$ cat src/rtl/ex_mdu.sv
// rtl/ex_mdu.sv - EX-stage iterative multiply/divide unit owning HI/LO
// Multiply waits a fixed number of cycles; divide is radix-2 restoring on operand magnitudes.
module ex_mdu #(
  parameter int MUL_CYCLES = 4
) (
  input  logic        clk,
  input  logic        rst,
  input  logic        start,
  input  logic [2:0]  op,
  input  logic [31:0] src_a,
  input  logic [31:0] src_b,
  input  logic        flush,
  input  logic        ex_hold,
  output logic        busy,
  output logic        done,
  output logic [31:0] hi,
  output logic [31:0] lo
);

  localparam int MCW = (MUL_CYCLES > 1) ? $clog2(MUL_CYCLES) : 1;
  localparam logic [MCW-1:0] MC_LAST = MCW'(MUL_CYCLES - 1);

  typedef enum logic [1:0] {S_IDLE, S_MUL, S_DIV, S_DONE} state_t;

  state_t          r_state;
  logic [4:0]      r_cnt;
  logic [MCW-1:0]  r_mcnt;
  logic [31:0]     r_a;
  logic [31:0]     r_b;
  logic [31:0]     r_rem;
  logic            r_signed;
  logic            r_neg_q;
  logic            r_neg_r;
  logic [31:0]     r_hi;
  logic [31:0]     r_lo;

  logic            w_sgn;
  logic            w_a_neg;
  logic            w_b_neg;
  logic [31:0]     w_a_mag;
  logic [31:0]     w_b_mag;
  logic [63:0]     w_ax;
  logic [63:0]     w_bx;
  logic [63:0]     w_prod;
  logic [32:0]     w_sh;
  logic            w_ge;
  logic [31:0]     w_diff;
  logic [31:0]     w_rem_n;
  logic [31:0]     w_quo_n;
  logic [31:0]     w_q_fix;
  logic [31:0]     w_r_fix;

  // op 0 (MULT) and op 2 (DIV) are the signed variants
  assign w_sgn   = ~op[0];
  assign w_a_neg = w_sgn & src_a[31];
  assign w_b_neg = w_sgn & src_b[31];
  assign w_a_mag = w_a_neg ? (32'd0 - src_a) : src_a;
  assign w_b_mag = w_b_neg ? (32'd0 - src_b) : src_b;

  assign w_ax   = {{32{r_signed & r_a[31]}}, r_a};
  assign w_bx   = {{32{r_signed & r_b[31]}}, r_b};
  assign w_prod = w_ax * w_bx;

  // r_a holds the dividend shifting out MSB-first while quotient bits shift in
  assign w_sh    = {r_rem, r_a[31]};
  assign w_ge    = (w_sh >= {1'b0, r_b});
  assign w_diff  = w_sh[31:0] - r_b;
  assign w_rem_n = w_ge ? w_diff : w_sh[31:0];
  assign w_quo_n = {r_a[30:0], w_ge};
  assign w_q_fix = r_neg_q ? (32'd0 - w_quo_n) : w_quo_n;
  assign w_r_fix = r_neg_r ? (32'd0 - w_rem_n) : w_rem_n;

  assign busy = ~flush & ((r_state == S_MUL) | (r_state == S_DIV) |
                          ((r_state == S_IDLE) & start & ~op[2]));
  assign done = (r_state == S_DONE);
  assign hi   = r_hi;
  assign lo   = r_lo;

  always_ff @(posedge clk) begin
    if (rst) begin
      r_state  <= S_IDLE;
      r_cnt    <= 5'd0;
      r_mcnt   <= '0;
      r_a      <= 32'd0;
      r_b      <= 32'd0;
      r_rem    <= 32'd0;
      r_signed <= 1'b0;
      r_neg_q  <= 1'b0;
      r_neg_r  <= 1'b0;
      r_hi     <= 32'd0;
      r_lo     <= 32'd0;
    end else if (flush) begin
      r_state <= S_IDLE;
      r_cnt   <= 5'd0;
      r_mcnt  <= '0;
    end else begin
      case (r_state)
        S_IDLE: begin
          if (start) begin
            if (!op[2]) begin
              r_cnt    <= 5'd0;
              r_mcnt   <= '0;
              r_rem    <= 32'd0;
              r_signed <= w_sgn;
              r_neg_q  <= w_a_neg ^ w_b_neg;
              r_neg_r  <= w_a_neg;
              if (!op[1]) begin
                r_a     <= src_a;
                r_b     <= src_b;
                r_state <= S_MUL;
              end else if (src_b == 32'd0) begin
                r_a     <= src_a;
                r_b     <= src_b;
                r_hi    <= src_a;
                r_lo    <= 32'hFFFF_FFFF;
                r_state <= S_DONE;
              end else begin
                r_a     <= w_a_mag;
                r_b     <= w_b_mag;
                r_state <= S_DIV;
              end
            end else if (op == 3'd4) begin
              r_hi <= src_a;
            end else if (op == 3'd5) begin
              r_lo <= src_a;
            end
          end
        end
        S_MUL: begin
          if (r_mcnt == MC_LAST) begin
            r_hi    <= w_prod[63:32];
            r_lo    <= w_prod[31:0];
            r_mcnt  <= '0;
            r_state <= S_DONE;
          end else begin
            r_mcnt <= r_mcnt + MCW'(1);
          end
        end
        S_DIV: begin
          r_a   <= w_quo_n;
          r_rem <= w_rem_n;
          r_cnt <= r_cnt + 5'd1;
          if (r_cnt == 5'd31) begin
            r_hi    <= w_r_fix;
            r_lo    <= w_q_fix;
            r_state <= S_DONE;
          end
        end
        S_DONE: begin
          if (!ex_hold) r_state <= S_IDLE;
        end
        default: r_state <= S_IDLE;
      endcase
    end
  end

endmodule

$ cat config.mk
export PLATFORM = sky130hd
export DESIGN_NAME = ex_mdu
export DESIGN_NICKNAME = d
export VERILOG_FILES = /design/src/rtl/ex_mdu.sv
export SDC_FILE = /design/constraint.sdc
export NUM_CORES = 2
export LEC_CHECK = 0
export CAP_MARGIN = 20
export CORE_MARGIN = 1
export CORE_UTILIZATION = 60
export DETAILED_ROUTE_END_ITERATION = 12
export PLACE_DENSITY = 0.81
export SLEW_MARGIN = 20
export SYNTH_ARGS = -nofsm -noshare
export SYNTH_HDL_FRONTEND = slang
export SYNTH_SLANG_ARGS = --single-unit
$ cat constraint.sdc
create_clock -name clk -period 8.13 [get_ports clk]
set_clock_uncertainty 0.15 [all_clocks]
set_input_delay 2.439 -clock clk [delete_from_list [all_inputs] [get_ports clk]]
set_output_delay 2.439 -clock clk [all_outputs]
set_load 0.02 [all_outputs]
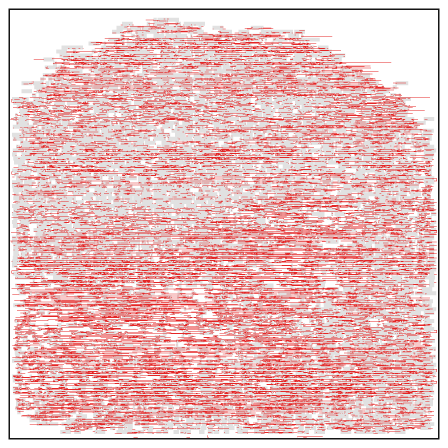
Fig. 1. Signal wires on met1.
The longest straight run is 98.9 µm. The wires run mostly horizontal. The layer holds 35% of the routed length. The layer carries 59.5 mm of wire.
drt total wl: 169.6 mm
via count of the routed design: 44395
met1 layer usage reported by global route: 48.66%

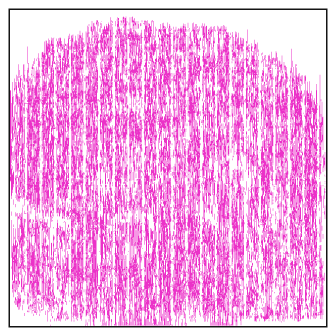
Fig. 2. The metal 2 layer.
6835 nets have wire on it. The longest straight run is 83.6 µm. The layer carries 78.8 mm of wire. The wires run mostly vertical. The layer holds 46% of the routed length.
global routing usage on met2: 63.74%

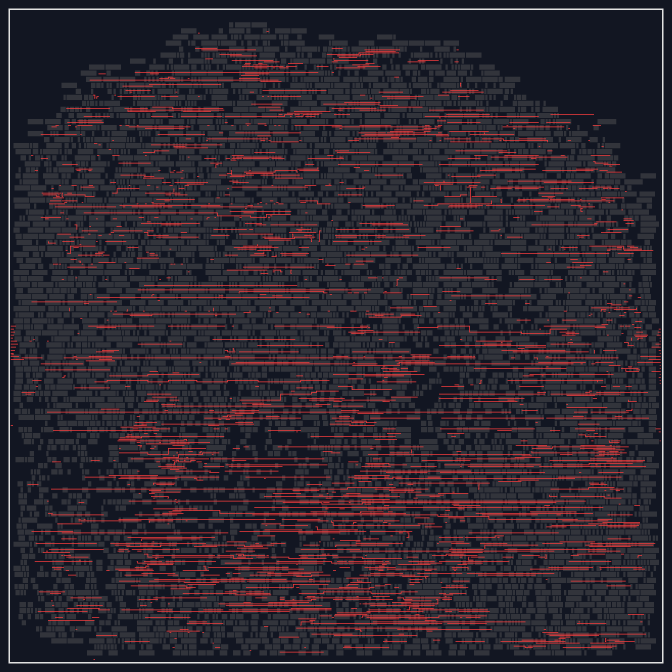
Fig. 3. M3 wires.
The layer holds 9.7% of the routed length. 736 nets have wire on it. The longest straight run is 209 µm. The layer carries 16500 µm of wire. The wires run mostly horizontal.
grt met3 use: 6.926%

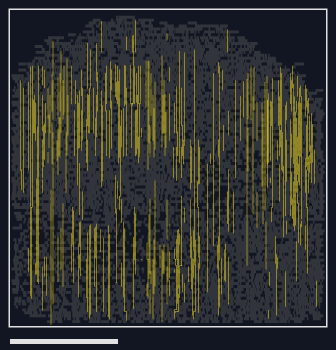
Fig. 4. M4 wires.
The bar under the picture is 100 µm long.
272 nets have wire on it. The layer holds 8.7% of the routed length.

==> Implementation_results.wiki <==
== Implementation results ==
{| class="wikitable"
! Metric !! Value
|-
| Post-CTS Hold Buffers || 0
|-
| Critical path class || reg2reg
|-
| Number of global-route vias before repair || 46166
|-
| Total length of routed met3 wires || 16.47 mm
|-
| Top post-synthesis cells by area || fa_1, inv_1, nand2_1
|-
| Outcome || completed
|-
| Fraction of post-synthesis cell area in the top cell type by area || 44.16%
|-
| Number of pins with negative max-slew slack in the final report || 0
|-
| Synth Flop Type || dfxtp_1
|-
| Combined flip-flop and latch cell area || 0.003545 mm²
|-
| Achievable Freq || 124.3 MHz
|-
| Clock insertion delay at the later pin of the skew report || 0.51 ns
|-
| Top cell types by occurrence after synthesis || inv_1, fa_1, nand2_1, clkbuf_1, and2_1
|-
| MUX share of area || 0.5270%
|-
| Max layer used || met5
|-
| Kind of end point of the critical path || register
|-
| CTS Root Buffer Type || clkbuf_16
|-
| Global-route wire length before repair || 258.8 mm
|-
| Maximum ir drop on the vdd rail || 0.1810 mV
|-
| Share of flip-flops with an asynchronous set or reset after synthesis || 0%
|-
| Final setup violation count || 0
|-
| Post-layout instance area || 0.05773 mm²
|-
| Floorplan Utilization || 60.80%
|-
| Routed length on met1 || 59.53 mm
|-
| Data required time at the worst endpoint || 8.35 ns
|-
| Data arrival time of the critical path || 8.26 ns
|-
| Total global routing track utilization || 39.77%
|-
| Via density per instance || 5.999
|-
| Transition time of the tightest slew-check pin || 1.060 ns
|-
| Compound Share, Synth || 10.18%
|-
| Power density over the cells || 65.63 mW/mm²
|-
| Final Hold Viols || 0
|-
| Portion of the post-synthesis area used by sequential elements || 6.745%
|-
| Number of instances in the synthesized netlist || 6029
|-
| Die Outline Area || 0.08625 mm²
|-
| Cell type with the largest total area || fa_1
|-
| Adder share || 50.43%
|}
## layout make-up
type                       count  share of cell area, %
inverter                    1190                  7.761
timing repair buffer         588                  9.573
clock inverter                14                 0.2904
tap                         1134                  2.458
clock buffer                  18                 0.7607
antenna                        3                0.01300
multi-input combinational   4281                  73.00
sequential                   172                  6.140
## stage by stage
step | worst slack, ns | std cells | utilization (%)
2_1_floorplan | -0.03697 | 6029 | -
3_3_place_gp | -0.1670 | 7344 | 67.00
3_5_place_dp | -0.2547 | 7344 | 67.00
4_1_cts | 0.001777 | 7376 | 67.80
5_1_grt | -0.04691 | 7397 | 68.76
6_report | 0.08310 | 7400 | 68.77
## state kept, by name (all words and copies together) (netlist names), 2 cells and up
register	flops
r_b	32
r_state	2
r_rem	32
r_mcnt	2
r_cnt	5
hi	32
lo	32
r_a	32
## layout by cell type (no fill, tap or decap), types with 117 or more instances in the layout
master,instances
fa_1,1110
buf_4,380
and2_1,315
nor2_1,297
a21oi_1,192
inv_1,1177
clkdlybuf4s50_1,136
nand2_1,968
dfxtp_1,137
xnor2_1,117
ha_1,248
## timing repair
| action | 4_1_cts | 5_1_grt |
|---|---|---|
| buffers inserted | 0 | 14 |
| endpoints found under the setup margin | 22 | 36 |
| gates cloned | 0 | 6 |
| pin swaps | 3 | 50 |
| resized | 28 | 153 |
## report_power, final
part	switching, mW	leakage (nW)	internal [mW]
clock	0.485	0.301	0.450
sequential	0.0532	1.42	0.879
combinational	1.23	25.7	0.695
total	1.76	27.5	2.02
## logic make-up after synthesis
group,count (synthesis)
AND-OR/OR-AND,767
XOR/XNOR,194
adder cells (fa/ha/maj),1382
buffers and inverters,1576
flip-flops,172
multiplexers,26
AND/OR/NAND/NOR,1912
## worst min path at each step
| stage | start | cells after the start | end | slack, ns |
|---|---|---|---|---|
| after global placement | lo[9] | 2 | lo[9] | 0.29 |
| after global routing | lo[22] | 2 | lo[22] | 0.32 |
| final | lo[22] | 2 | lo[22] | 0.31 |
| after detailed placement | lo[9] | 2 | lo[9] | 0.30 |
| after CTS | lo[9] | 2 | lo[9] | 0.31 |
| after floorplan | r_mcnt[1] | 2 | r_mcnt[1] | 0.31 |
## per-layer routing
layer | track usage [%] | vias to the layer above
li1 | - | 18964
met4 | 28.94 | 8
met2 | 63.74 | 2539
met5 | 0 | -
met3 | 6.926 | 688
met1 | 48.66 | 22196
## critical path: stages (launching register included)
cell       delay, ns
dfxtp_4         0.36
buf_4           0.16
clkbuf_16       0.20
and2_1          0.17
fa_1            0.44
fa_1            0.50
fa_1            0.53
inv_1           0.06
fa_1            0.52
fa_1            0.52
inv_1           0.05
fa_1            0.51
fa_1            0.53
inv_1           0.06
fa_1            0.48
inv_1           0.05
ha_1            0.30
a21o_1          0.23
a221oi_4        0.30
o21ai_2         0.12
a21oi_2         0.19
nand3_2         0.17
o21ai_4         0.23
a21o_1          0.25
a31oi_1         0.12
or3_1           0.40
a41oi_2         0.20
a21oi_1         0.08
Power and IR drop assume default switching activity.
